**Run 1: the clock network**

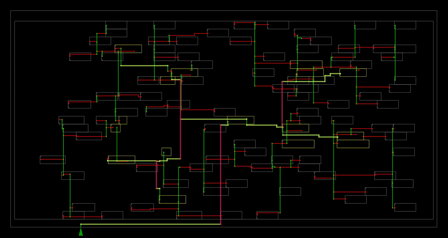
**Run 1: floorplan with the power grid**

Pins as bars on the die edge. Tap cells in gray.
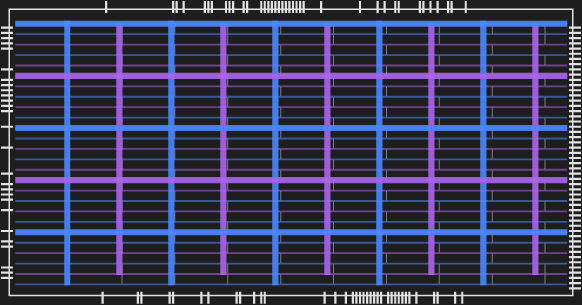
**Run 1: cell classes on the final placement**

Scale bar: 50 um.
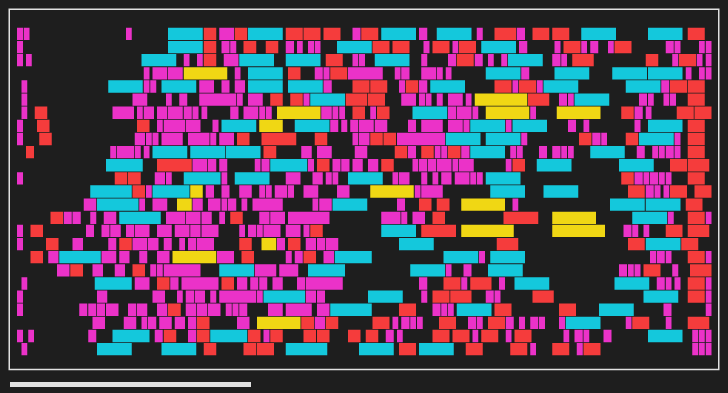
Design mips_prog_loader, sky130hd; sources not shown.
==> results.cfg, run 1 <==
; generated from flow reports
[clock_tree]
path_clk_slew_ns = 0.06
hold_buffers = 0
cts_setup_buffers = 0
tritoncts = done
clockRootBuffer = clkbuf_16

[synth]
synth_top_cell_by_area = dfxtp_1
ys_cells = 532
yosys_area_um2 = 4288
syn_area_per_cell_um2 = 8.060
synth.most_common_cell = nand2_1
netlist_top_cells_count = 104 x nand2_1, 89 x dfxtp_1, 65 x a21oi_1
synth_area_um2 = 4288
syn_inst = 532
yosysSeqAreaShare_pct = 41.55
yosysWarnings = 0
synthArstFlopShare_pct = 0
ys_ff = 89

[setup_path]
critical-path-top-delay-family = buffers and inverters
cp-end-kind = output pin
crit_cells = 1
critPathRequiredTime_ns = 1.52
critical-path-slowest-cell = clkdlybuf4s50_1
path_max_fanout = 2
critPathMaxStageDelay_ns = 0.81
crit_buf_inv = 1
path_cells = clkdlybuf4s50_1

[die]
pin_count = 152
taps = 135
die_area_um2 = 10900

[final_layout]
logic_gates = 403
logic_area_um2 = 2266
nets = 700
largest_register_ffs = 32
final-clk-cell-share_pct = 5.898
buf_share_pct = 22.80
flop-count = 89
register_area_um2 = 1819
biggestCellCategory = multi-input combinational cells
nonClockBufferCount = 147
area_growth_pct = 40.01
inverters = 7
fillers = 862
drive_gt1_share_pct = 19.34
lay_top_cells = 103 x nand2_1, 73 x dfxtp_1, 67 x buf_4, 63 x a21oi_1, 63 x clkdlybuf4s50_1
lay_top_count = nand2_1
num_antenna_cells = 0

[final_timing]
finalSetupViolCount = 0
maxSlewViolCount = 0
finalClockSkew_ns = 0.004354
finalHoldViolations = 0
period_minus_slack_ns = 1.875
rsz0062_at_grt = true
timing.fmax_ghz = 0.5334
fin_ws_ns = 0.02539
tightest_slew_ns = 0.5224

[place]
dp_hpwl_um = 7441
dp_cells = 775
io_buffer_count = 113
gp_congestion = 0.8264

[pwr]
power_density_nw_per_um2 = 796.0
finalPower_mw = 4.779
total_leakage_power_nw = 2.553

[global_route]
grt_max_degree = 53
grtUsageTotal_pct = 19.62

[route]
drt-initial-drc-count = 225
drcViolationCount = 0
detail_route.first_pass.iterations = 4
ant_nets = 0

[job]
max_cap_viol_count = 0
stage_log_warnings = 30

[min_path]
whs_path_depth = 2

[outcome]
status = finished clean
## Picture notes: 'the clock network'
clock sink count: 89
TritonCTS Buffers: 9
Latency at later pin: 0.34 ns

## Picture notes: 'floorplan with the power grid'
[VDD] purple
[VSS] blue
tap cells: 135
met4 straps: 10
met5 straps: 5
rows: 25
met1 rails: 26
Max VDD drop: 0.0004914 V
Core Region: 9791 um2
die width: 146.6 um
chip height: 74.32 um

## Picture notes: 'cell classes on the final placement'
[combinational and other logic] magenta | cells: 410 | share of their area: 39%
[other buffers and delay cells] red | cells: 147 | share of their area: 23%
[clock drivers and dummy loads] yellow | cells: 16 | share of their area: 6.1%
[flops] cyan | cells: 89 | share of their area: 31%
fraction of area in registers: 30.30%
final core utilization: 61.32%
design area: 6003 um2
Rows: 25

-- run 1: cells by family after synthesis --
group	after synthesis	synth area share [%]
AND/OR/NAND/NOR	226	26.23
AND-OR/OR-AND	112	15.73
flip-flops	89	41.55
buffers and inverters	77	10.33
XOR/XNOR	18	3.677
adder cells (fa/ha/maj)	5	1.459
multiplexers	4	0.9338
other	1	0.08746
-- run 1: routing by layer --
metal / part of all wire [%] / GRT usage [%]
met5: 0 / 0
met3: 5.2 / 5.215
met1: 47 / 25.78
met2: 46 / 31.17
met4: 1.4 / 7.870
-- run 1: where the power goes --
group	leakage [nW]	internal [mW]	switching (mW)	total, mW
Sequential	0.731	1.91	0.0343	1.94
Combinational	1.65	0.229	0.512	0.740
Clock	0.169	1.33	0.771	2.10
Total	2.55	3.46	1.32	4.78
**Run 1: routed clock nets over the placement**

Scale bar: 50 um.
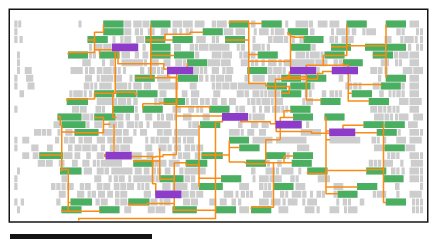

==> run 1 -> run 2 <==
--- a/config.mk
+++ b/config.mk
@@ -16 +16,2 @@
 export SYNTH_SLANG_ARGS = --single-unit
+export TNS_END_PERCENT = 1
--- a/constraint.sdc
+++ b/constraint.sdc
@@ -3,2 +3,2 @@
 set_output_delay 0.38 -clock clk1 [all_outputs]
-set_load 0.05 [all_outputs]
+set_load 0.1 [all_outputs]
**Run 2: routed clock nets over the placement**

Scale bar: 50 um.
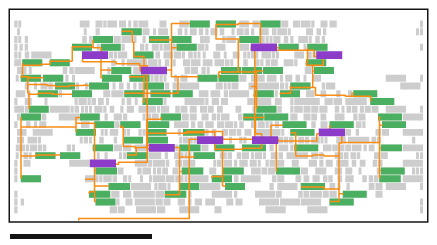
[flip-flops] green | count: 89
[clock wires] orange | length: 1060 um
[clock drivers] purple | count: 9
flops lie: all over the die
routed clock nets: 10
Clock power frac: 38.8%
clock skew: 0.005050 ns

==> run 2 against run 1 <==
  * Non-clock buffer count down 5
  * Combinational power up 45%
  * Clock power down about 10%
  * Utilization up 1.8 points
  * Global-route usage up 0.67 points
  * Via count up 0.50%
  * Power up 2.6%
  * Die size unchanged
  * Cell count down 0.63%
==> results.cfg, run 2 <==
; generated from flow reports
[job]
stage_log_warnings = 30
max_cap_viol_count = 0

[final_timing]
maxSlewViolCount = 0
finalSetupViolCount = 0
hold_slack_ns = 0.3823
fin_ws_ns = 0.007709
finalHoldViolations = 0
setup_tns_ns = 0
rsz0062_at_grt = true
finalCritPeriodShare_pct = 99.59
period_minus_slack_ns = 1.892
timing.fmax_ghz = 0.5285

[route]
route.met3.wl_um = 613
drt_wl_total_um = 11000
ant_nets = 0
vias = 4024
drt-initial-drc-count = 213
viasPerCell = 5.081
detail_route.first_pass.iterations = 4
post_drt_wl_per_cell_um = 13.88
wl_met2_um = 5480
top_layer = met4
m1WireLength_um = 4777
drcViolationCount = 0

[die]
rows = 25
die_area_um2 = 10900
core_area_um2 = 9791
taps = 135
fp_util_pct = 43.80
die-width_um = 146.6
fp.dieH_um = 74.32
pin_count = 152

[final_layout]
lay_top_cells = 104 x nand2_1, 72 x buf_4, 64 x a21oi_1, 60 x dfxtp_1, 48 x nor2_1
lay_top_count = nand2_1
seq_area_share_pct = 30.03
nets = 695
fillers = 809
logic_gates = 403
buf_share_pct = 25.35
drive_gt1_share_pct = 26.18
num_antenna_cells = 0
fin_cells = 792
final-clk-cell-share_pct = 5.265
inverters = 7
final_area_um2 = 6178
nonClockBufferCount = 142
largest_register_ffs = 32
fin_util_pct = 63.11
area_growth_pct = 44.09
logic_area_um2 = 2236
register_area_um2 = 1856
comb_share_pct = 36.19
biggestCellCategory = multi-input combinational cells

[global_route]
grt_use_met3_pct = 5.337
grtUsageMet2_pct = 35.07
overflow = 0
top_usage_layer = met2
grt_pass1_vias = 3640
met1_usage_pct = 25.09
grt_max_degree = 44
antenna_found_initial = 0
grtUsageTotal_pct = 20.29
grt_pass1_wl_um = 17600

[synth]
synth.distinct_cells = 54
topCellsByArea = dfxtp_1 42%, nand2_1 9.1%, a21oi_1 7.6%
yosysSeqAreaShare_pct = 41.55
yosys_area_um2 = 4288
top_cell_area_share_pct = 41.55
synth_top_cell_by_area = dfxtp_1
netlist_top_cells_count = 104 x nand2_1, 89 x dfxtp_1, 65 x a21oi_1
synthArstFlopShare_pct = 0
yosysWarnings = 0
ys_cells = 532
syn_inst = 532
synth.most_common_cell = nand2_1
syn_area_per_cell_um2 = 8.060
flop_cell = dfxtp_1
ys_ff = 89
synth_area_um2 = 4288
synth-edff-count = 0

[setup_path]
critPathMaxStageDelay_ns = 0.42
arrival_ns = 2.16
path_max_fanout = 10
rr_worst_depth = 7
critical-path-slowest-cell = dfxtp_4
critPathRequiredTime_ns = 2.16
critPathLaunchType = flop
path_cells = nand4_1 -> buf_4 -> nor4_4 -> mux2i_1 -> or2_1 -> a21o_1 -> a21oi_1
crit_cells = 7
crit_type = flop to flop
cp-end-kind = flop
reg2reg_slack_ns = 0.008
crit_buf_inv = 1
critical-path-top-delay-family = simple AND/OR/NAND/NOR gates

[place]
post-place-ws_ns = -0.2330
io_buffer_count = 113
gp_congestion = 0.8826
place_area_um2 = 5826
dp_cells = 775
dp_hpwl_um = 7917

[clock_tree]
clockRootBuffer = clkbuf_16
cts_setup_buffers = 0
postCtsResizedCells = 0
hold_buffers = 0
htreeDepth = 3
tritoncts = done
cts_buffers = 9
clockBufferDepth = 2
path_clk_slew_ns = 0.06
clock-sinks = 89
insertion_delay_ns = 0.34

[pwr]
finalPower_mw = 4.904
p_sw_mw = 1.611
irDropWorstVdd_v = 0.0005867
total_leakage_power_nw = 2.446
switching_share_pct = 32.85
p_int_mw = 3.293
pwr-share-seq_pct = 39.5
power_density_nw_per_um2 = 793.7
p_comb_share_pct = 21.8

[min_path]
min_path_type = input pin to flop
whs_path_depth = 2

[outcome]
status = finished clean
**Run 2: the clock network**

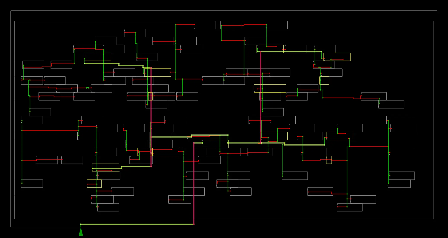
flop count: 89
Clock Power: 1.90 mW
# clk buffers: 13

run 2: cell counts after synthesis:
Identical to the previous run, type by type.
run 2: cells by family after synthesis:
kind of cell	count (synthesis)	share of synthesized area [%]
adders and majority gates	5	1.459
muxes	4	0.9338
other	1	0.08746
AOI/OAI and AO/OA	112	15.73
xor gates and xnor gates	18	3.677
and+or+nand+nor	226	26.23
DFF	89	41.55
buffers and inverters	77	10.33
run 2: power by group through the flow:
| stage | sequential, mW | combinational (mW) | clock (mW) |
|---|---|---|---|
| after floorplan | 2.30 | 0.554 | 0 |
| after global placement | 1.98 | 1.06 | 0 |
| after detailed placement | 1.98 | 1.06 | 0 |
| after CTS | 1.94 | 1.07 | 1.93 |
| after global routing | 1.94 | 1.11 | 2.01 |
| final | 1.94 | 1.07 | 1.90 |
Power and IR drop assume default switching activity.
